==> run_1/metal_density.png <==
Drawn at 2 px/um. The die is cut into 32 by 33 equal tiles; black is low, pale yellow is high, scaled to the fullest tile. Values are wire area over tile area, all layers added.
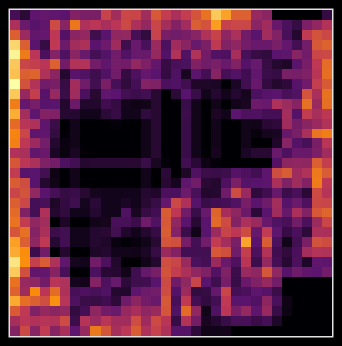
==> run_1/clocks.png <==
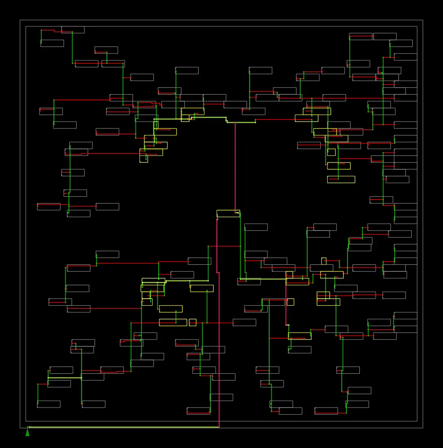
==> run_1/flops_by_reg.png <==
Drawn at 2 px/um. Other sequential cells in the stronger grey, the rest of the logic in the fainter grey.
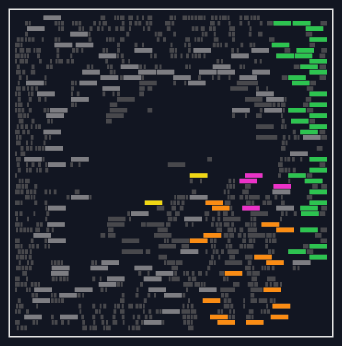
==> run_1/layer_met3.png <==
Drawn at 3 px/um.
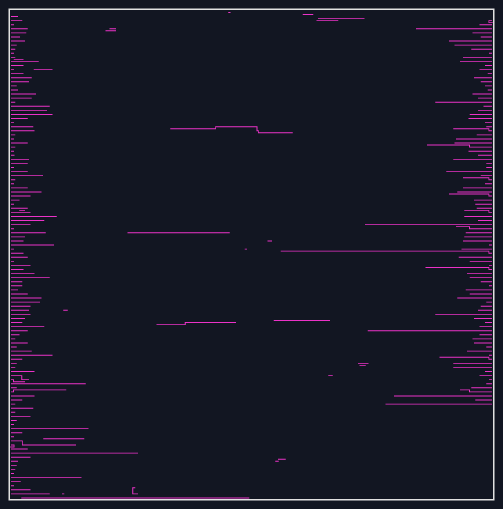
--- src/rtl/kv_txn_arbiter.sv ---
// Round-robin arbiter sharing one key-value store command port between N_REQ
// transaction front-ends; issues one command at a time and returns status/data with a one-cycle ack.
module kv_txn_arbiter #(
    parameter int N_REQ   = 4,
    parameter int TIMEOUT = 255
) (
    input  logic                 tick_in,
    input  logic                 rst,
    input  logic [N_REQ-1:0]     req,
    input  logic [2*N_REQ-1:0]   req_op,
    input  logic [32*N_REQ-1:0]  req_key,
    input  logic [32*N_REQ-1:0]  req_value,
    output logic [N_REQ-1:0]     ack,
    output logic [1:0]           resp_status,
    output logic [31:0]          resp_data,
    output logic                 busy,
    output logic                 st_valid,
    output logic [1:0]           st_op,
    output logic [31:0]          st_key,
    output logic [31:0]          st_value,
    input  logic                 st_ready,
    input  logic                 st_done,
    input  logic                 st_err,
    input  logic [31:0]          st_rdata
);

    localparam int PTR_W = (N_REQ > 1) ? $clog2(N_REQ) : 1;
    localparam logic [PTR_W:0]   N_REQ_W   = (PTR_W+1)'(N_REQ);
    localparam logic [PTR_W-1:0] LAST_IDX  = PTR_W'(N_REQ - 1);
    localparam logic [16:0]      TIMEOUT_W = 17'(TIMEOUT);

    localparam logic [1:0] STATUS_OK      = 2'd0;
    localparam logic [1:0] STATUS_ST_ERR  = 2'd1;
    localparam logic [1:0] STATUS_BAD_OP  = 2'd2;
    localparam logic [1:0] STATUS_TIMEOUT = 2'd3;

    typedef enum logic [1:0] {
        IDLE  = 2'd0,
        ISSUE = 2'd1,
        WAIT  = 2'd2,
        RESP  = 2'd3
    } state_t;

    state_t             state_q, state_d;
    logic [PTR_W-1:0]   rr_ptr_q, rr_ptr_d;
    logic [PTR_W-1:0]   gnt_q, gnt_d;
    logic [15:0]        tmo_cnt_q, tmo_cnt_d;
    logic [N_REQ-1:0]   ack_q, ack_d;
    logic [1:0]         resp_status_q, resp_status_d;
    logic [31:0]        resp_data_q, resp_data_d;
    logic               st_valid_q, st_valid_d;
    logic [1:0]         st_op_q, st_op_d;
    logic [31:0]        st_key_q, st_key_d;
    logic [31:0]        st_value_q, st_value_d;

    logic               pick_found;
    logic [PTR_W-1:0]   pick_idx;
    logic [PTR_W:0]     scan_sum;
    logic [1:0]         pick_op;
    logic [31:0]        pick_key;
    logic [31:0]        pick_value;
    logic [16:0]        tmo_cnt_inc;
    logic               tmo_hit;

    function automatic logic [N_REQ-1:0] onehot(input logic [PTR_W-1:0] idx);
        logic [N_REQ-1:0] vec;
        vec = '0;
        for (int i = 0; i < N_REQ; i++) begin
            vec[i] = (PTR_W'(i) == idx);
        end
        return vec;
    endfunction

    function automatic logic [PTR_W-1:0] ptr_after(input logic [PTR_W-1:0] idx);
        return (idx == LAST_IDX) ? '0 : idx + PTR_W'(1);
    endfunction

    // Round-robin scan starting at rr_ptr, wrapping past the last requester.
    always_comb begin
        pick_found = 1'b0;
        pick_idx   = '0;
        scan_sum   = '0;
        for (int i = 0; i < N_REQ; i++) begin
            scan_sum = {1'b0, rr_ptr_q} + (PTR_W+1)'(i);
            if (scan_sum >= N_REQ_W) begin
                scan_sum = scan_sum - N_REQ_W;
            end
            if (!pick_found && req[scan_sum[PTR_W-1:0]]) begin
                pick_found = 1'b1;
                pick_idx   = scan_sum[PTR_W-1:0];
            end
        end
    end

    always_comb begin
        pick_op    = '0;
        pick_key   = '0;
        pick_value = '0;
        for (int i = 0; i < N_REQ; i++) begin
            if (PTR_W'(i) == pick_idx) begin
                pick_op    = req_op[2*i +: 2];
                pick_key   = req_key[32*i +: 32];
                pick_value = req_value[32*i +: 32];
            end
        end
    end

    assign tmo_cnt_inc = {1'b0, tmo_cnt_q} + 17'd1;
    assign tmo_hit     = (tmo_cnt_inc >= TIMEOUT_W);

    always_comb begin
        state_d       = state_q;
        rr_ptr_d      = rr_ptr_q;
        gnt_d         = gnt_q;
        tmo_cnt_d     = tmo_cnt_q;
        ack_d         = '0;
        resp_status_d = resp_status_q;
        resp_data_d   = resp_data_q;
        st_valid_d    = st_valid_q;
        st_op_d       = st_op_q;
        st_key_d      = st_key_q;
        st_value_d    = st_value_q;

        unique case (state_q)
            IDLE: begin
                if (pick_found) begin
                    gnt_d      = pick_idx;
                    rr_ptr_d   = ptr_after(pick_idx);
                    st_op_d    = pick_op;
                    st_key_d   = pick_key;
                    st_value_d = pick_value;
                    if (pick_op == 2'd0) begin
                        // Invalid opcode is answered locally; the store never sees it.
                        resp_status_d = STATUS_BAD_OP;
                        resp_data_d   = '0;
                        ack_d         = onehot(pick_idx);
                        state_d       = RESP;
                    end else begin
                        st_valid_d = 1'b1;
                        state_d    = ISSUE;
                    end
                end
            end
            ISSUE: begin
                if (st_valid_q && st_ready) begin
                    st_valid_d = 1'b0;
                    tmo_cnt_d  = '0;
                    state_d    = WAIT;
                end
            end
            WAIT: begin
                tmo_cnt_d = tmo_cnt_inc[15:0];
                // Completion takes priority over a timeout landing in the same cycle.
                if (st_done) begin
                    resp_status_d = st_err ? STATUS_ST_ERR : STATUS_OK;
                    resp_data_d   = st_rdata;
                    ack_d         = onehot(gnt_q);
                    state_d       = RESP;
                end else if (tmo_hit) begin
                    resp_status_d = STATUS_TIMEOUT;
                    resp_data_d   = '0;
                    ack_d         = onehot(gnt_q);
                    state_d       = RESP;
                end
            end
            RESP: begin
                state_d = IDLE;
            end
            default: begin
                state_d = IDLE;
            end
        endcase
    end

    always_ff @(posedge tick_in or posedge rst) begin
        if (rst) begin
            state_q       <= IDLE;
            rr_ptr_q      <= '0;
            gnt_q         <= '0;
            tmo_cnt_q     <= '0;
            ack_q         <= '0;
            resp_status_q <= '0;
            resp_data_q   <= '0;
            st_valid_q    <= 1'b0;
            st_op_q       <= '0;
            st_key_q      <= '0;
            st_value_q    <= '0;
        end else begin
            state_q       <= state_d;
            rr_ptr_q      <= rr_ptr_d;
            gnt_q         <= gnt_d;
            tmo_cnt_q     <= tmo_cnt_d;
            ack_q         <= ack_d;
            resp_status_q <= resp_status_d;
            resp_data_q   <= resp_data_d;
            st_valid_q    <= st_valid_d;
            st_op_q       <= st_op_d;
            st_key_q      <= st_key_d;
            st_value_q    <= st_value_d;
        end
    end

    assign busy        = (state_q != IDLE);
    assign ack         = ack_q;
    assign resp_status = resp_status_q;
    assign resp_data   = resp_data_q;
    assign st_valid    = st_valid_q;
    assign st_op       = st_op_q;
    assign st_key      = st_key_q;
    assign st_value    = st_value_q;

endmodule

--- config.mk ---
export PLATFORM = sky130hd
export DESIGN_NAME = kv_txn_arbiter
export DESIGN_NICKNAME = d
export VERILOG_FILES = /design/src/rtl/kv_txn_arbiter.sv
export SDC_FILE = /design/constraint.sdc
export NUM_CORES = 1
export LEC_CHECK = 0
export ABC_CLOCK_PERIOD_IN_PS = 6500
export CORE_AREA = 2 2 159 161
export DETAILED_ROUTE_END_ITERATION = 8
export DIE_AREA = 0 0 161 163
export DONT_BUFFER_PORTS = 1
export PLACE_DENSITY = 0.45
export SLEW_MARGIN = 15
export SYNTH_ARGS = -nofsm -noshare
export SYNTH_HDL_FRONTEND = slang
export SYNTH_SLANG_ARGS = --single-unit
export TNS_END_PERCENT = 10
--- constraint.sdc ---
create_clock -name tick_in -period 6.5 [get_ports tick_in]
set_input_delay 1.3 -clock tick_in [delete_from_list [all_inputs] [get_ports tick_in]]
set_output_delay 1.3 -clock tick_in [all_outputs]
set_load 0.005 [all_outputs]
==> flow_summary.html, run 1 <==
<!-- implementation run metrics -->
<table>
<tr><th>Metric</th><th>Value</th></tr>
<tr><th colspan="2">Worst hold path</th></tr>
<tr><td>Startpoint of the lowest-slack hold path</td><td>st_key[15]</td></tr>
<tr><td>Hold EP</td><td>st_key[15]</td></tr>
<tr><td>Class of the worst hold path</td><td>reg2reg</td></tr>
<tr><td>Hold Crit Depth</td><td>2</td></tr>
<tr><th colspan="2">Worst setup path</th></tr>
<tr><td>Ordered cell list for the critical path</td><td>nor4_2 -&gt; nor2_1 -&gt; inv_1 -&gt; ha_2 -&gt; nand3b_1 -&gt; a211oi_1 -&gt; a211oi_2 -&gt; a21o_1 -&gt; and3_1 -&gt; buf_4 -&gt; a22o_2</td></tr>
<tr><td>Minimum setup slack among reg-to-reg paths</td><td>2.60 ns</td></tr>
<tr><td>Slowest cell on the critical path</td><td>ha_2</td></tr>
<tr><td>Largest incremental delay on the critical path</td><td>0.78 ns</td></tr>
<tr><td>Logic depth of the worst path, buffers included</td><td>11</td></tr>
<tr><td>Worst setup endpoint</td><td>resp_data[12]</td></tr>
<tr><td>Start point of the critical path</td><td>req[0]</td></tr>
<tr><td>Category of the most critical setup path</td><td>in2reg</td></tr>
<tr><td>Kind of start point of the critical path</td><td>input pin</td></tr>
<tr><td>Reg-to-reg endpoint</td><td>resp_data[12]</td></tr>
<tr><td>Number of cells on the worst reg-to-reg path</td><td>12</td></tr>
<tr><td>WP data arrival</td><td>4.72 ns</td></tr>
<tr><td>Critical path data required time</td><td>6.80 ns</td></tr>
<tr><td>Crit end category</td><td>flip-flop</td></tr>
<tr><td>Reg-to-reg critical path startpoint</td><td>rr_ptr_q[0]</td></tr>
<tr><td>Largest delay share family, worst path</td><td>AND-OR/OR-AND gates</td></tr>
<tr><td>Largest fanout on the critical path</td><td>44</td></tr>
<tr><td>Number of buffers and inverters on the critical path</td><td>2</td></tr>
<tr><th colspan="2">Synthesis</th></tr>
<tr><td>Cell type with the largest total area</td><td>dfrtp_1</td></tr>
<tr><td>Main flop type after synthesis</td><td>dfrtp_1</td></tr>
<tr><td>Aoi share</td><td>27.5%</td></tr>
<tr><td>Adder-cell share of the synthesized area</td><td>1.50%</td></tr>
<tr><td>Dominant non-sequential cell family after synthesis</td><td>AND-OR/OR-AND gates</td></tr>
<tr><td>FFs w/ async S/R, synth</td><td>100%</td></tr>
<tr><td>Count of synthesis-stage warnings from yosys</td><td>0</td></tr>
<tr><td>Number of enable flip-flop cells</td><td>0</td></tr>
<tr><td>Unique masters post-synth</td><td>roughly 54</td></tr>
<tr><td>Top cells, area</td><td>dfrtp_1, a21oi_1, nand2_1, o21ai_0, nand3b_1</td></tr>
<tr><td>Number of nets produced by synthesis</td><td>1257</td></tr>
<tr><td>Number of cells produced by synthesis</td><td>943</td></tr>
<tr><td>Share of synthesized cell area in and, or, nand and nor gates</td><td>21.9%</td></tr>
<tr><td>Mapped cell area</td><td>7500 sq um</td></tr>
<tr><td>Total cells reported by yosys after synthesis</td><td>943</td></tr>
<tr><td>Proportion of netlist area held by the largest area contributor</td><td>42.4%</td></tr>
<tr><td>Multiplexer share of the synthesized area</td><td>0.567%</td></tr>
<tr><td>Yosys chip area</td><td>7500 sq um</td></tr>
<tr><td>FF+latch count, synth</td><td>127</td></tr>
<tr><td>Fraction of synthesized cell area in xor and xnor cells</td><td>less than 1%</td></tr>
<tr><td>Seq share, synth</td><td>a little over two fifths</td></tr>
<tr><td>Per-instance average area after synthesis</td><td>7.95 sq um</td></tr>
<tr><th colspan="2">Run</th></tr>
<tr><td>Maxcap violations</td><td>0</td></tr>
<tr><td>Number of warning messages in the logs</td><td>32</td></tr>
<tr><th colspan="2">Pwr</th></tr>
<tr><td>Pwr Density</td><td>between 400 and 500 nW/um^2</td></tr>
<tr><td>Lkg Pwr</td><td>0.00341 uW</td></tr>
<tr><td>Total power</td><td>~4000 uW</td></tr>
<tr><td>Maximum vdd ir drop</td><td>0.173 mV</td></tr>
<tr><th colspan="2">Global routing</th></tr>
<tr><td>Wire length of the first global-routing pass</td><td>36900 um</td></tr>
<tr><td>Vias in the first global route</td><td>6222</td></tr>
<tr><td>Pin count of the biggest net entering global routing</td><td>between 80 and 90</td></tr>
<tr><td>Number of antenna violations at the first check in global routing</td><td>2</td></tr>
<tr><td>GRT Residual Overflow</td><td>0</td></tr>
<tr><th colspan="2">Cells and area</th></tr>
<tr><td>Relative area change from synthesis to final layout</td><td>10.7%</td></tr>
<tr><td>Share of final-layout standard cells stronger than drive strength 1</td><td>7.56%</td></tr>
<tr><td>Number of nets in the layout</td><td>1201</td></tr>
<tr><td>Design Area, Final</td><td>between 8000 and 9000 sq um</td></tr>
<tr><td>Count of non-filler cells in the finished layout</td><td>between 1000 and 1500</td></tr>
<tr><td>Highest-count logic cell in the final layout</td><td>a21oi_1</td></tr>
<tr><td>Most instantiated logic cells after routing</td><td>a21oi_1, nand2_1, dfrtp_1</td></tr>
<tr><th colspan="2">Timing</th></tr>
<tr><td>Highest Clock Rate</td><td>226 MHz</td></tr>
<tr><td>Number of pins with negative max-slew slack in the final report</td><td>0</td></tr>
<tr><td>Shortest clock period the worst path allows after layout</td><td>~4.4 ns</td></tr>
<tr><td>Worst hold slack</td><td>0.513 ns</td></tr>
<tr><td>Setup repair after global routing missed its margin</td><td>no</td></tr>
<tr><td>Slew at the pin with the worst max-slew slack</td><td>between 1 and 1.5 ns</td></tr>
<tr><td>Post-layout worst setup margin</td><td>2.08 ns</td></tr>
<tr><td>TNS Setup</td><td>0 ns</td></tr>
<tr><td>Slew headroom</td><td>29.7%</td></tr>
<tr><td>Final count of negative-setup-slack endpoints</td><td>0</td></tr>
<tr><td>Hold Violations, Final</td><td>0</td></tr>
<tr><td>Period utilization</td><td>68.0%</td></tr>
<tr><th colspan="2">Floorplanning</th></tr>
<tr><td>Core outline area</td><td>24700 sq um</td></tr>
<tr><td>Starting utilization of the core area</td><td>between 30% and 40%</td></tr>
<tr><td>Top-Level Pins</td><td>411</td></tr>
<tr><td>DIE WIDTH</td><td>approximately 160 um</td></tr>
<tr><td>Die Y</td><td>163 um</td></tr>
<tr><td>Row count</td><td>between 50 and 60</td></tr>
<tr><td>Chip footprint</td><td>26200 sq um</td></tr>
<tr><th colspan="2">Routing</th></tr>
<tr><td>Routed len/inst</td><td>19.9 um</td></tr>
<tr><td>Total routed wirelength</td><td>24600 um</td></tr>
<tr><td>Number of violations reported at the end of detailed-routing iteration 0</td><td>435</td></tr>
<tr><td>Detail-routed via count per cell</td><td>5.26</td></tr>
<tr><td>Number of detailed-routing iterations run before antenna repair</td><td>4</td></tr>
<tr><td>Antenna violation net count after detailed routing</td><td>0</td></tr>
<tr><td>DR DRC count</td><td>0</td></tr>
<tr><th colspan="2">Clock tree</th></tr>
<tr><td>Setup fix buffers added after clock tree synthesis</td><td>0</td></tr>
<tr><td>Insertion delay to the later sink of the worst-skew pair</td><td>0.41 ns</td></tr>
<tr><td>Reg clk slew, reported paths</td><td>around 0.06 ns</td></tr>
<tr><td>Clock sinks</td><td>127</td></tr>
<tr><td>Clock tree buffer depth</td><td>2</td></tr>
<tr><td>Post-cts hold-fix buffer tally</td><td>0</td></tr>
<tr><td>CTS tree</td><td>done</td></tr>
<tr><td>CTS H-tree depth</td><td>4</td></tr>
<tr><td>Buffer type at the clock tree root</td><td>clkbuf_16</td></tr>
<tr><td>PostCTS Resize Cnt</td><td>0</td></tr>
<tr><th colspan="2">Status</th></tr>
<tr><td>Run status</td><td>completed</td></tr>
<tr><th colspan="2">Place</th></tr>
<tr><td>Number of placed instances, taps included</td><td>1198</td></tr>
<tr><td>Worst setup slack after placement</td><td>1.62 ns</td></tr>
<tr><td>Placed Instance Area</td><td>7680 sq um</td></tr>
<tr><td>Buffers on Ports</td><td>0</td></tr>
<tr><td>GP Congestion</td><td>around 0.78</td></tr>
<tr><td>Final HPWL DP</td><td>18200 um</td></tr>
</table>
-- metal_density.png (at the start) --
mean over tiles: 0.15
nearly empty tiles: 13%
emptiest ninth of the die: centre
fullest tile: 0.56
tiles over half the peak: 15%
vias after detailed routing: 6482
Tot GR Track Use: 18.2%

-- clocks.png (at the start) --
clock buffers created by TritonCTS: 17
largest clock skew in the final design: 0.0116 ns
count of clock buffers in the final design: 18
power of the clock network: 1010 uW

-- flops_by_reg.png (at the start) --
| colour | signal | flops |
|---|---|---|
| magenta | `ack` | 4 |
| green | `resp_data` | 32 |
| orange | `tmo_cnt_q` | 16 |
| yellow | `st_op` | 2 |
fraction of area in registers: 38.3%
final core utilization: 33.7%
sequential logic power: 1260 uW
Seq. cell area: 3180 sq um

-- layer_met3.png (at the start) --
wire length on this layer: 1820 um
nets with wire on the layer: 229
share of all routed wire: 7.4%
main direction: horizontal

-- run 1: cell usage after synthesis, types with 6 or more instances --
cell type	n
nand3b_1	63
nor3_1	6
o31ai_1	6
a22o_1	24
nor2_1	76
dfrtp_1	127
buf_2	9
buf_1	15
nand2_1	155
a21oi_1	197
nor2b_1	7
a22o_2	10
inv_1	15
nand3_1	7
o21ai_0	98
ha_1	9
clkbuf_1	55
-- run 1: cell type report --
class	count	area (sq um)
repair buffers	8	60.1
clock inverters	14	180
flip-flops and latches	127	3180
diodes	2	5.00
clock buffers	18	439
well taps	330	413
fillers	2642	16400
inverters	15	61.3
multi-input cells	718	3970
-- run 1: where the power goes --
part | leakage (uW) | internal (uW) | switching [uW]
combinational | 0.00144 | 622 | 1150
sequential | 0.00167 | 1030 | 232
clock | 0.000297 | 622 | 389
-- run 1: worst min-delay path, delay by kind of cell (launching register included) --
family / cells / cell delay, ns
DFF: 1 / 0.37
and+or+nand+nor: 1 / 0.05
AOI/OAI and AO/OA: 1 / 0.06
-- run 1: metal layers --
| layer | wire length (um) | global-route usage [%] | vias to the layer above |
|---|---|---|---|
| met5 | 0 | 0 | - |
| met4 | 362 | 5.68 | 0 |
| met3 | 1820 | 5.22 | 14 |
| met2 | 12400 | 31.9 | 258 |
| met1 | 9950 | 21.7 | 3009 |
| li1 | - | - | 3201 |
-- run 1: cells by family (layout without fill, tap and decap cells) --
group / Yosys count / after routing
adder cells (fa/ha/maj): 9 / 9
AND-OR/OR-AND: 362 / 362
buffers and inverters: 98 / 55
multiplexers: 4 / 4
AND/OR/NAND/NOR: 336 / 336
other: 0 / 2
XOR/XNOR: 7 / 7
flip-flops: 127 / 127
## Run 2: what changed since run 1
--- a/config.mk
+++ b/config.mk
@@ -5,12 +5,12 @@
 export SDC_FILE = /design/constraint.sdc
 export NUM_CORES = 1
 export LEC_CHECK = 0
-export ABC_CLOCK_PERIOD_IN_PS = 6500
+export ABC_CLOCK_PERIOD_IN_PS = 4050
 export CORE_AREA = 2 2 159 161
 export DETAILED_ROUTE_END_ITERATION = 8
 export DIE_AREA = 0 0 161 163
 export DONT_BUFFER_PORTS = 1
-export PLACE_DENSITY = 0.45
+export PLACE_DENSITY = 0.47
 export SLEW_MARGIN = 15
 export SYNTH_ARGS = -nofsm -noshare
 export SYNTH_HDL_FRONTEND = slang
==> constraint.sdc (replaced) <==
create_clock -name tick_in -period 4.05 [get_ports tick_in]
set_input_delay 0.81 -clock tick_in [delete_from_list [all_inputs] [get_ports tick_in]]
set_output_delay 0.81 -clock tick_in [all_outputs]
set_load 0.005 [all_outputs]
==> run_2/flops_by_reg.png <==
Drawn at 2 px/um. Other sequential cells in the stronger grey, the rest of the logic in the fainter grey.
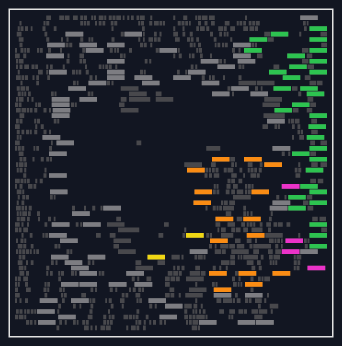
| colour | signal | flops |
|---|---|---|
| magenta | `ack` | 4 |
| orange | `tmo_cnt_q` | 16 |
| yellow | `st_op` | 2 |
| green | `resp_data` | 32 |
not coloured: 73

==> run_2/sizes.png <==
Drawn at 3 px/um.
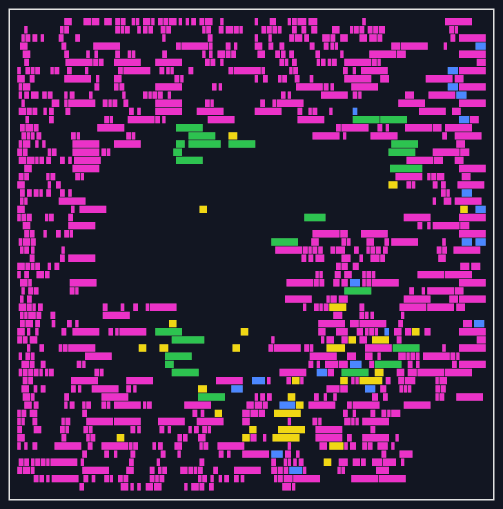
| colour | size | cells | share |
|---|---|---|---|
| yellow | _3 and _4 cells | 30 | 3.3% |
| green | _6 and larger | 24 | 2.6% |
| blue | _2 cells | 21 | 2.3% |
| magenta | _0 and _1 cells | 832 | 92% |

==> run_2/clocks.png <==
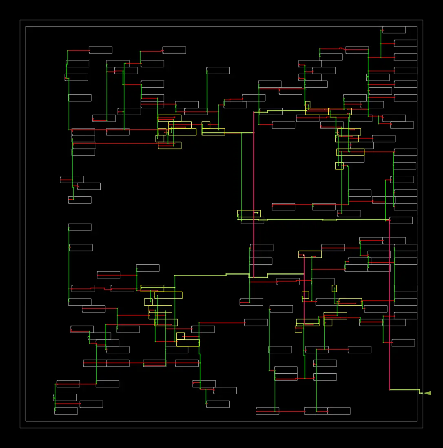
power of the clock network: 1610 uW
number of sequential cells: 127
largest clock skew in the final design: 0.00705 ns

==> run 2 against run 1 <==
Effect of this change:
- area after synthesis stayed put
- core utilization is 0.20 points higher
- sequential share of layout area is 0.23 points lower
- critical endpoint is now resp_data[1]
==> flow_summary.html, run 2 <==
<!-- implementation run metrics -->
<table>
<tr><th>Metric</th><th>Value</th></tr>
<tr><th colspan="2">Cells and area</th></tr>
<tr><td>Share of final-layout standard cells stronger than drive strength 1</td><td>8.27%</td></tr>
<tr><td>Number of filler cells placed in the layout</td><td>2634</td></tr>
<tr><td>Number of nets in the layout</td><td>1208</td></tr>
<tr><td>Relative area change from synthesis to final layout</td><td>11.4%</td></tr>
<tr><td>Number of diodes</td><td>0</td></tr>
<tr><td>Design Area, Final</td><td>8350 sq um</td></tr>
<tr><th colspan="2">Global routing</th></tr>
<tr><td>Tot GR Track Use</td><td>between 10% and 20%</td></tr>
<tr><td>Pin count of the biggest net entering global routing</td><td>101</td></tr>
<tr><td>Wire length of the first global-routing pass</td><td>36300 um</td></tr>
<tr><td>GRT Residual Overflow</td><td>0</td></tr>
<tr><th colspan="2">Synthesis</th></tr>
<tr><td>Adder-cell share of the synthesized area</td><td>1.50%</td></tr>
<tr><td>Aoi share</td><td>27.5%</td></tr>
<tr><td>Library cell with the highest instance count after synthesis</td><td>a21oi_1</td></tr>
<tr><td>Number of nets produced by synthesis</td><td>1257</td></tr>
<tr><td>FF+latch count, synth</td><td>127</td></tr>
<tr><td>Count of synthesis-stage warnings from yosys</td><td>0</td></tr>
<tr><td>Yosys chip area</td><td>7500 sq um</td></tr>
<tr><td>Main flop type after synthesis</td><td>dfrtp_1</td></tr>
<tr><td>Seq share, synth</td><td>42.4%</td></tr>
<tr><td>Unique masters post-synth</td><td>54</td></tr>
<tr><td>Total cells reported by yosys after synthesis</td><td>approximately 940</td></tr>
<tr><td>Commonest cells post-synth</td><td>a21oi_1, nand2_1, dfrtp_1</td></tr>
<tr><td>Proportion of netlist area held by the largest area contributor</td><td>42.4%</td></tr>
<tr><td>Mapped cell area</td><td>approximately 7500 sq um</td></tr>
<tr><td>Fraction of synthesized cell area in xor and xnor cells</td><td>0.817%</td></tr>
<tr><td>Per-instance average area after synthesis</td><td>7.95 sq um</td></tr>
<tr><td>FFs w/ async S/R, synth</td><td>100%</td></tr>
<tr><td>Cell type with the largest total area</td><td>dfrtp_1</td></tr>
<tr><td>Top cells, area</td><td>dfrtp_1, a21oi_1, nand2_1, o21ai_0, nand3b_1</td></tr>
<tr><th colspan="2">Worst setup path</th></tr>
<tr><td>Crit end category</td><td>flip-flop</td></tr>
<tr><td>Minimum setup slack among reg-to-reg paths</td><td>around 0.57 ns</td></tr>
<tr><td>Logic depth of the worst path, buffers included</td><td>13</td></tr>
<tr><td>Reg-to-reg critical path startpoint</td><td>rr_ptr_q[0]</td></tr>
<tr><td>Largest delay share family, worst path</td><td>AND-OR/OR-AND gates</td></tr>
<tr><td>Number of buffers and inverters on the critical path</td><td>3</td></tr>
<tr><td>Largest fanout on the critical path</td><td>33</td></tr>
<tr><td>Worst setup endpoint</td><td>resp_data[1]</td></tr>
<tr><td>Start point of the critical path</td><td>rr_ptr_q[0]</td></tr>
<tr><td>Ordered cell list for the critical path</td><td>inv_1 -&gt; a221oi_1 -&gt; o32ai_1 -&gt; nor2_1 -&gt; inv_1 -&gt; ha_2 -&gt; nand3b_1 -&gt; a211oi_1 -&gt; a211oi_2 -&gt; a21o_1 -&gt; and3_1 -&gt; buf_4 -&gt; a22o_2</td></tr>
<tr><td>Slowest cell on the critical path</td><td>a211oi_2</td></tr>
<tr><td>WP data arrival</td><td>3.83 ns</td></tr>
<tr><td>Kind of start point of the critical path</td><td>flip-flop</td></tr>
<tr><td>Number of cells on the worst reg-to-reg path</td><td>13</td></tr>
<tr><td>Category of the most critical setup path</td><td>reg2reg</td></tr>
<tr><td>Critical path data required time</td><td>4.40 ns</td></tr>
<tr><th colspan="2">Floorplanning</th></tr>
<tr><td>Row count</td><td>58</td></tr>
<tr><td>Starting utilization of the core area</td><td>30.4%</td></tr>
<tr><td>DIE WIDTH</td><td>161 um</td></tr>
<tr><td>Chip footprint</td><td>26200 sq um</td></tr>
<tr><th colspan="2">Clock tree</th></tr>
<tr><td>Clock buffers created by TritonCTS</td><td>17</td></tr>
<tr><td>Insertion delay to the later sink of the worst-skew pair</td><td>approximately 0.42 ns</td></tr>
<tr><td>Clock tree buffer depth</td><td>2</td></tr>
<tr><td>CTS tree</td><td>done</td></tr>
<tr><td>PostCTS Resize Cnt</td><td>0</td></tr>
<tr><td>Setup fix buffers added after clock tree synthesis</td><td>0</td></tr>
<tr><td>CTS H-tree depth</td><td>4</td></tr>
<tr><td>Post-cts hold-fix buffer tally</td><td>0</td></tr>
<tr><td>Buffer type at the clock tree root</td><td>clkbuf_16</td></tr>
<tr><th colspan="2">Timing</th></tr>
<tr><td>Worst hold slack</td><td>0.422 ns</td></tr>
<tr><td>Period utilization</td><td>between 80% and 90%</td></tr>
<tr><td>Number of pins with negative max-slew slack in the final report</td><td>0</td></tr>
<tr><td>Highest Clock Rate</td><td>between 200 and 300 MHz</td></tr>
<tr><td>Slew at the pin with the worst max-slew slack</td><td>1.11 ns</td></tr>
<tr><td>Final count of negative-setup-slack endpoints</td><td>0</td></tr>
<tr><td>TNS Setup</td><td>0 ns</td></tr>
<tr><td>Shortest clock period the worst path allows after layout</td><td>between 3 and 4 ns</td></tr>
<tr><td>Hold Violations, Final</td><td>0</td></tr>
<tr><th colspan="2">Worst hold path</th></tr>
<tr><td>Class of the worst hold path</td><td>in2async</td></tr>
<tr><th colspan="2">Routing</th></tr>
<tr><td>Top Layer Used</td><td>met4</td></tr>
<tr><td>DR DRC count</td><td>0</td></tr>
<tr><td>Number of detailed-routing iterations run before antenna repair</td><td>4</td></tr>
<tr><td>Number of violations reported at the end of detailed-routing iteration 0</td><td>between 400 and 500</td></tr>
<tr><td>Total routed wirelength</td><td>~25000 um</td></tr>
<tr><td>Routed len/inst</td><td>19.8 um</td></tr>
<tr><td>Wire length on met3</td><td>about 1900 um</td></tr>
<tr><td>Vias after detailed routing</td><td>roughly 6600</td></tr>
<tr><td>Met2 WL</td><td>about 12000 um</td></tr>
<tr><td>Met1 layer wirelength in the final routing</td><td>9910 um</td></tr>
<tr><th colspan="2">Pwr</th></tr>
<tr><td>Lkg Pwr</td><td>0.00344 uW</td></tr>
<tr><td>Total power</td><td>~6500 uW</td></tr>
<tr><td>Pwr Density</td><td>783 nW/um^2</td></tr>
<tr><th colspan="2">Place</th></tr>
<tr><td>Buffers on Ports</td><td>0</td></tr>
<tr><td>GP Congestion</td><td>0.768</td></tr>
<tr><td>Placed Instance Area</td><td>7740 sq um</td></tr>
<tr><th colspan="2">Run</th></tr>
<tr><td>Number of warning messages in the logs</td><td>34</td></tr>
<tr><td>Maxcap violations</td><td>0</td></tr>
<tr><th colspan="2">Status</th></tr>
<tr><td>Run status</td><td>completed</td></tr>
</table>
[run 2: cell type report]
class / instances / area (sq um) / area share [%]
multi-input combinational: 718 / 3970 / 47.5
sequential: 127 / 3180 / 38.0
clock buffer: 17 / 425 / 5.09
tap: 330 / 413 / 4.94
clock inverter: 15 / 185 / 2.22
timing repair buffer: 15 / 125 / 1.50
inverter: 15 / 60.1 / 0.719
[run 2: metal layers]
layer / vias up / track usage (%)
li1: 3223 / -
met1: 3024 / 21.6
met2: 295 / 30.8
met3: 17 / 5.19
met4: 0 / 5.11
met5: - / 0
[run 2: cells by family (layout without fill, tap and decap cells)]
group / Yosys count / in the layout
simple gates: 336 / 336
buf+inv: 98 / 62
flops: 127 / 127
xor+xnor: 7 / 7
mux: 4 / 4
compound gates: 362 / 362
fa+ha+maj: 9 / 9
[run 2: metrics by stage]
step / setup slack [ns] / cells
2_1_floorplan: 0.664 / 943
3_5_place_dp: 0.170 / 1205
4_1_cts: 0.538 / 1237
3_3_place_gp: 0.235 / 1205
6_report: 0.570 / 1237
5_1_grt: 0.240 / 1237
[run 2: report_power, final]
part           total [uW]  leakage [uW]  internal [uW]  switching, uW
clock                1610      0.000294            977            637
sequential           2030       0.00167           1650            385
combinational        2890       0.00148           1020           1870
[run 2: how the worst min path moves through the flow]
stage / startpoint / end / slack, ns / cells past startpoint
final: rst / resp_data[11] / 0.42 / 1
after global placement: st_key[4] / st_key[4] / 0.50 / 2
after floorplan: st_key[0] / st_key[0] / 0.47 / 2
after CTS: rst / resp_data[11] / 0.46 / 1
after detailed placement: st_value[30] / st_value[30] / 0.51 / 2
after global routing: rst / resp_data[11] / 0.48 / 1
## Run 3: what changed since run 2
--- a/config.mk
+++ b/config.mk
@@ -6,11 +6,13 @@
 export NUM_CORES = 1
 export LEC_CHECK = 0
 export ABC_CLOCK_PERIOD_IN_PS = 4050
-export CORE_AREA = 2 2 159 161
+export CELL_PAD_IN_SITES_DETAIL_PLACEMENT = 1
+export CELL_PAD_IN_SITES_GLOBAL_PLACEMENT = 1
+export CORE_AREA = 2 2 158 160
 export DETAILED_ROUTE_END_ITERATION = 8
-export DIE_AREA = 0 0 161 163
+export DIE_AREA = 0 0 160 162
 export DONT_BUFFER_PORTS = 1
-export PLACE_DENSITY = 0.47
+export PLACE_DENSITY = 0.63
 export SLEW_MARGIN = 15
 export SYNTH_ARGS = -nofsm -noshare
 export SYNTH_HDL_FRONTEND = slang
==> run_3/sizes.png <==
Drawn at 3 px/um.
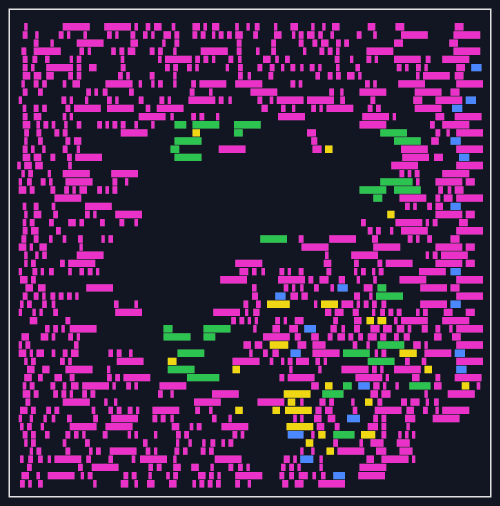
| colour | size | cells | share |
|---|---|---|---|
| green | _6 and larger | 30 | 3.3% |
| blue | _2 cells | 19 | 2.1% |
| magenta | _0 and _1 cells | 832 | 92% |
| yellow | _3 and _4 cells | 25 | 2.8% |
layout buffer count excluding clock buffers: 14
relative area change from synthesis to final layout: 11.4%
Design Area, Final: 8360 sq um
post-layout worst setup margin: 0.822 ns

==> run_3/layer_met3.png <==
Drawn at 3 px/um.
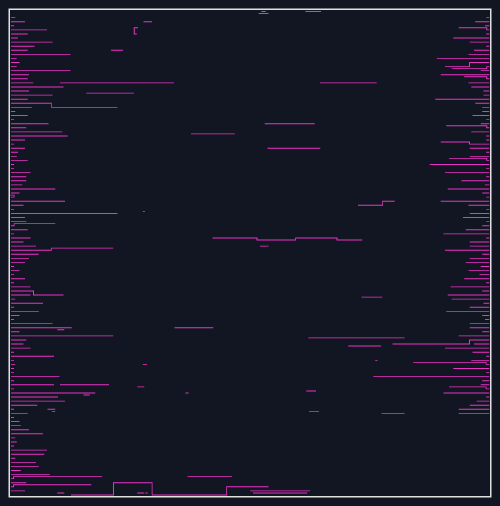
nets with wire on the layer: 235
longest straight run: 38.4 um

==> run_3/flops_by_reg.png <==
Drawn at 2 px/um. Other sequential cells in the stronger grey, the rest of the logic in the fainter grey.
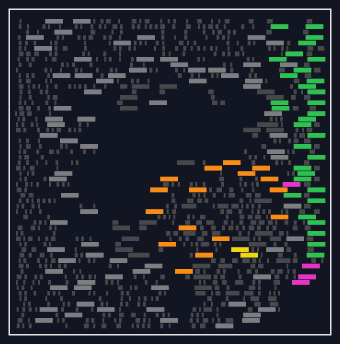
| colour | signal | flops |
|---|---|---|
| orange | `tmo_cnt_q` | 16 |
| green | `resp_data` | 32 |
| magenta | `ack` | 4 |
| yellow | `st_op` | 2 |
not coloured: 73

==> run 3 against run 2 <==
Effect of this change:
- worst hold slack worse by 0.0065 ns
- clock skew up 0.0039 ns
- setup slack better by 0.25 ns
- sequential cell count unchanged
- combinational power about the same
- critical path depth up 1
- cell area about the same
- non-clock buffer count down 1
- routed wire length up 9.7%
- register-to-register slack better by 0.25 ns
- via count up 1.7%
- largest power group unchanged
- highest routed layer unchanged
==> flow_summary.html, run 3 <==
<!-- implementation run metrics -->
<table>
<tr><th>Metric</th><th>Value</th></tr>
<tr><th colspan="2">Worst hold path</th></tr>
<tr><td>Class of the worst hold path</td><td>in2async</td></tr>
<tr><th colspan="2">Synthesis</th></tr>
<tr><td>Top cells, area</td><td>dfrtp_1, a21oi_1, nand2_1, o21ai_0, nand3b_1</td></tr>
<tr><td>Mapped cell area</td><td>7500 sq um</td></tr>
<tr><td>Main flop type after synthesis</td><td>dfrtp_1</td></tr>
<tr><td>FF+latch count, synth</td><td>127</td></tr>
<tr><td>Commonest cells post-synth</td><td>a21oi_1, nand2_1, dfrtp_1</td></tr>
<tr><td>Total cells reported by yosys after synthesis</td><td>943</td></tr>
<tr><td>Yosys chip area</td><td>approximately 7500 sq um</td></tr>
<tr><td>Library cell with the highest instance count after synthesis</td><td>a21oi_1</td></tr>
<tr><td>Unique masters post-synth</td><td>54</td></tr>
<tr><td>Cell type with the largest total area</td><td>dfrtp_1</td></tr>
<tr><td>Proportion of netlist area held by the largest area contributor</td><td>42.4%</td></tr>
<tr><td>Number of cells produced by synthesis</td><td>943</td></tr>
<tr><td>Count of synthesis-stage warnings from yosys</td><td>0</td></tr>
<tr><td>Number of nets produced by synthesis</td><td>1257</td></tr>
<tr><td>Per-instance average area after synthesis</td><td>7.95 sq um</td></tr>
<tr><td>Number of enable flip-flop cells</td><td>0</td></tr>
<tr><th colspan="2">Routing</th></tr>
<tr><td>Antenna violation net count after detailed routing</td><td>0</td></tr>
<tr><td>Routed len/inst</td><td>21.9 um</td></tr>
<tr><td>Detail-routed via count per cell</td><td>roughly 5.4</td></tr>
<tr><td>Number of detailed-routing iterations run before antenna repair</td><td>4</td></tr>
<tr><td>DR DRC count</td><td>0</td></tr>
<tr><td>Vias after detailed routing</td><td>6672</td></tr>
<tr><th colspan="2">Worst setup path</th></tr>
<tr><td>Reg-to-reg endpoint</td><td>resp_data[25]</td></tr>
<tr><td>Start point of the critical path</td><td>rr_ptr_q[0]</td></tr>
<tr><td>Number of cells on the worst reg-to-reg path</td><td>14</td></tr>
<tr><td>Logic depth of the worst path, buffers included</td><td>14</td></tr>
<tr><td>Kind of start point of the critical path</td><td>flip-flop</td></tr>
<tr><td>Worst setup endpoint</td><td>resp_data[25]</td></tr>
<tr><td>Reg-to-reg critical path startpoint</td><td>rr_ptr_q[0]</td></tr>
<tr><td>Largest fanout on the critical path</td><td>33</td></tr>
<tr><td>Largest incremental delay on the critical path</td><td>0.40 ns</td></tr>
<tr><td>WP data arrival</td><td>3.58 ns</td></tr>
<tr><td>Ordered cell list for the critical path</td><td>inv_1 -&gt; a221oi_1 -&gt; o32ai_1 -&gt; nor2_1 -&gt; buf_4 -&gt; inv_1 -&gt; ha_4 -&gt; a211oi_1 -&gt; a211oi_1 -&gt; a211oi_2 -&gt; a21o_1 -&gt; and3_1 -&gt; buf_4 -&gt; a22o_1</td></tr>
<tr><td>Number of buffers and inverters on the critical path</td><td>4</td></tr>
<tr><td>Crit end category</td><td>flip-flop</td></tr>
<tr><td>Minimum setup slack among reg-to-reg paths</td><td>0.82 ns</td></tr>
<tr><td>Largest delay share family, worst path</td><td>AND-OR/OR-AND gates</td></tr>
<tr><th colspan="2">Global routing</th></tr>
<tr><td>Tot GR Track Use</td><td>20.4%</td></tr>
<tr><td>Wire length of the first global-routing pass</td><td>41100 um</td></tr>
<tr><td>Number of antenna violations at the first check in global routing</td><td>1</td></tr>
<tr><td>GRT Residual Overflow</td><td>0</td></tr>
<tr><td>Pin count of the biggest net entering global routing</td><td>129</td></tr>
<tr><th colspan="2">Place</th></tr>
<tr><td>GP Congestion</td><td>roughly 0.8</td></tr>
<tr><td>Final HPWL DP</td><td>19900 um</td></tr>
<tr><td>Placed Instance Area</td><td>7750 sq um</td></tr>
<tr><td>Worst setup slack after placement</td><td>0.471 ns</td></tr>
<tr><td>Buffers on Ports</td><td>0</td></tr>
<tr><th colspan="2">Floorplanning</th></tr>
<tr><td>Row count</td><td>57</td></tr>
<tr><td>Die Y</td><td>162 um</td></tr>
<tr><td>Top-Level Pins</td><td>approximately 410</td></tr>
<tr><th colspan="2">Clock tree</th></tr>
<tr><td>Clock tree buffer depth</td><td>2</td></tr>
<tr><td>CTS H-tree depth</td><td>4</td></tr>
<tr><td>Buffer type at the clock tree root</td><td>clkbuf_16</td></tr>
<tr><td>Setup fix buffers added after clock tree synthesis</td><td>0</td></tr>
<tr><td>Post-cts hold-fix buffer tally</td><td>0</td></tr>
<tr><td>CTS tree</td><td>done</td></tr>
<tr><td>Clock sinks</td><td>127</td></tr>
<tr><td>Clock buffers created by TritonCTS</td><td>17</td></tr>
<tr><td>PostCTS Resize Cnt</td><td>0</td></tr>
<tr><th colspan="2">Status</th></tr>
<tr><td>Run status</td><td>completed</td></tr>
<tr><th colspan="2">Timing</th></tr>
<tr><td>Largest clock skew in the final design</td><td>0.0110 ns</td></tr>
<tr><td>Slew at the pin with the worst max-slew slack</td><td>1.11 ns</td></tr>
<tr><td>Slew headroom</td><td>approximately a quarter</td></tr>
<tr><td>Hold Violations, Final</td><td>0</td></tr>
<tr><td>Final count of negative-setup-slack endpoints</td><td>0</td></tr>
<tr><td>Number of pins with negative max-slew slack in the final report</td><td>0</td></tr>
<tr><td>Period utilization</td><td>79.7%</td></tr>
<tr><td>Highest Clock Rate</td><td>310 MHz</td></tr>
<tr><td>Shortest clock period the worst path allows after layout</td><td>3.23 ns</td></tr>
<tr><th colspan="2">Run</th></tr>
<tr><td>Maxcap violations</td><td>0</td></tr>
<tr><td>Number of warning messages in the logs</td><td>36</td></tr>
<tr><th colspan="2">Cells and area</th></tr>
<tr><td>Number of nets in the layout</td><td>1207</td></tr>
<tr><td>Most instantiated logic cells after routing</td><td>a21oi_1, nand2_1, dfrtp_1</td></tr>
<tr><td>Share of final-layout standard cells stronger than drive strength 1</td><td>~8%</td></tr>
<tr><th colspan="2">Pwr</th></tr>
<tr><td>Lkg Pwr</td><td>roughly 0.0034 uW</td></tr>
<tr><td>Pwr Density</td><td>786 nW/um^2</td></tr>
</table>
-- run 3: cell counts after synthesis --
Identical to the previous run, type by type.
-- run 3: worst min path at each step --
stage | slack (ns) | end | cells past startpoint | from
CTS | 0.43 | ack[3] | 1 | rst
detailed placement | 0.50 | st_value[2] | 2 | st_value[2]
floorplan | 0.47 | st_key[0] | 2 | st_key[0]
global route | 0.46 | st_key[3] | 1 | rst
global placement | 0.50 | st_key[5] | 2 | st_key[5]
finish | 0.42 | ack[3] | 1 | rst
-- run 3: per-stage QoR --
step	hold slack (ns)	power, uW	instances	util, %
floorplan	0.473	4230	943	-
global placement	0.498	4930	1198	32.2
detailed placement	0.502	5030	1198	32.2
CTS	0.429	6670	1230	34.7
global route	0.459	7180	1231	34.7
finish	0.415	6570	1231	34.7
-- run 3: cell families after synthesis --
group	count (synthesis)	synth area share [%]
XOR/XNOR	7	0.818
adder cells (fa/ha/maj)	9	1.50
AND-OR/OR-AND	362	27.5
multiplexers	4	0.567
buffers and inverters	98	5.37
AND/OR/NAND/NOR	336	21.9
flip-flops	127	42.4
-- run 3: metal layers --
layer  track usage (%)  vias up  wire (um)
met5                 0        -          0
met4              6.63        0        587
met3              6.10       31       2060
met2              35.9      270      13500
met1              23.8     3156      10800
li1                  -     3215          -
-- run 3: area by class of cell --
class                   instances  area, sq um
fillers                      2908        15800
multi-input cells             718         3970
flip-flops and latches        127         3180
clock buffers                  17          425
well taps                     324          405
clock inverters                15          175
repair buffers                 14          143
inverters                      15         60.1
diodes                          1         2.50
-- run 3: where the power goes --
group	internal (uW)	total (uW)	leakage [uW]	switching, uW
registers	1650	2030	0.00167	382
logic	1040	2920	0.00148	1890
clock network	930	1610	0.000286	681
Power figures rest on the tool's default switching activity, not on a simulated workload.
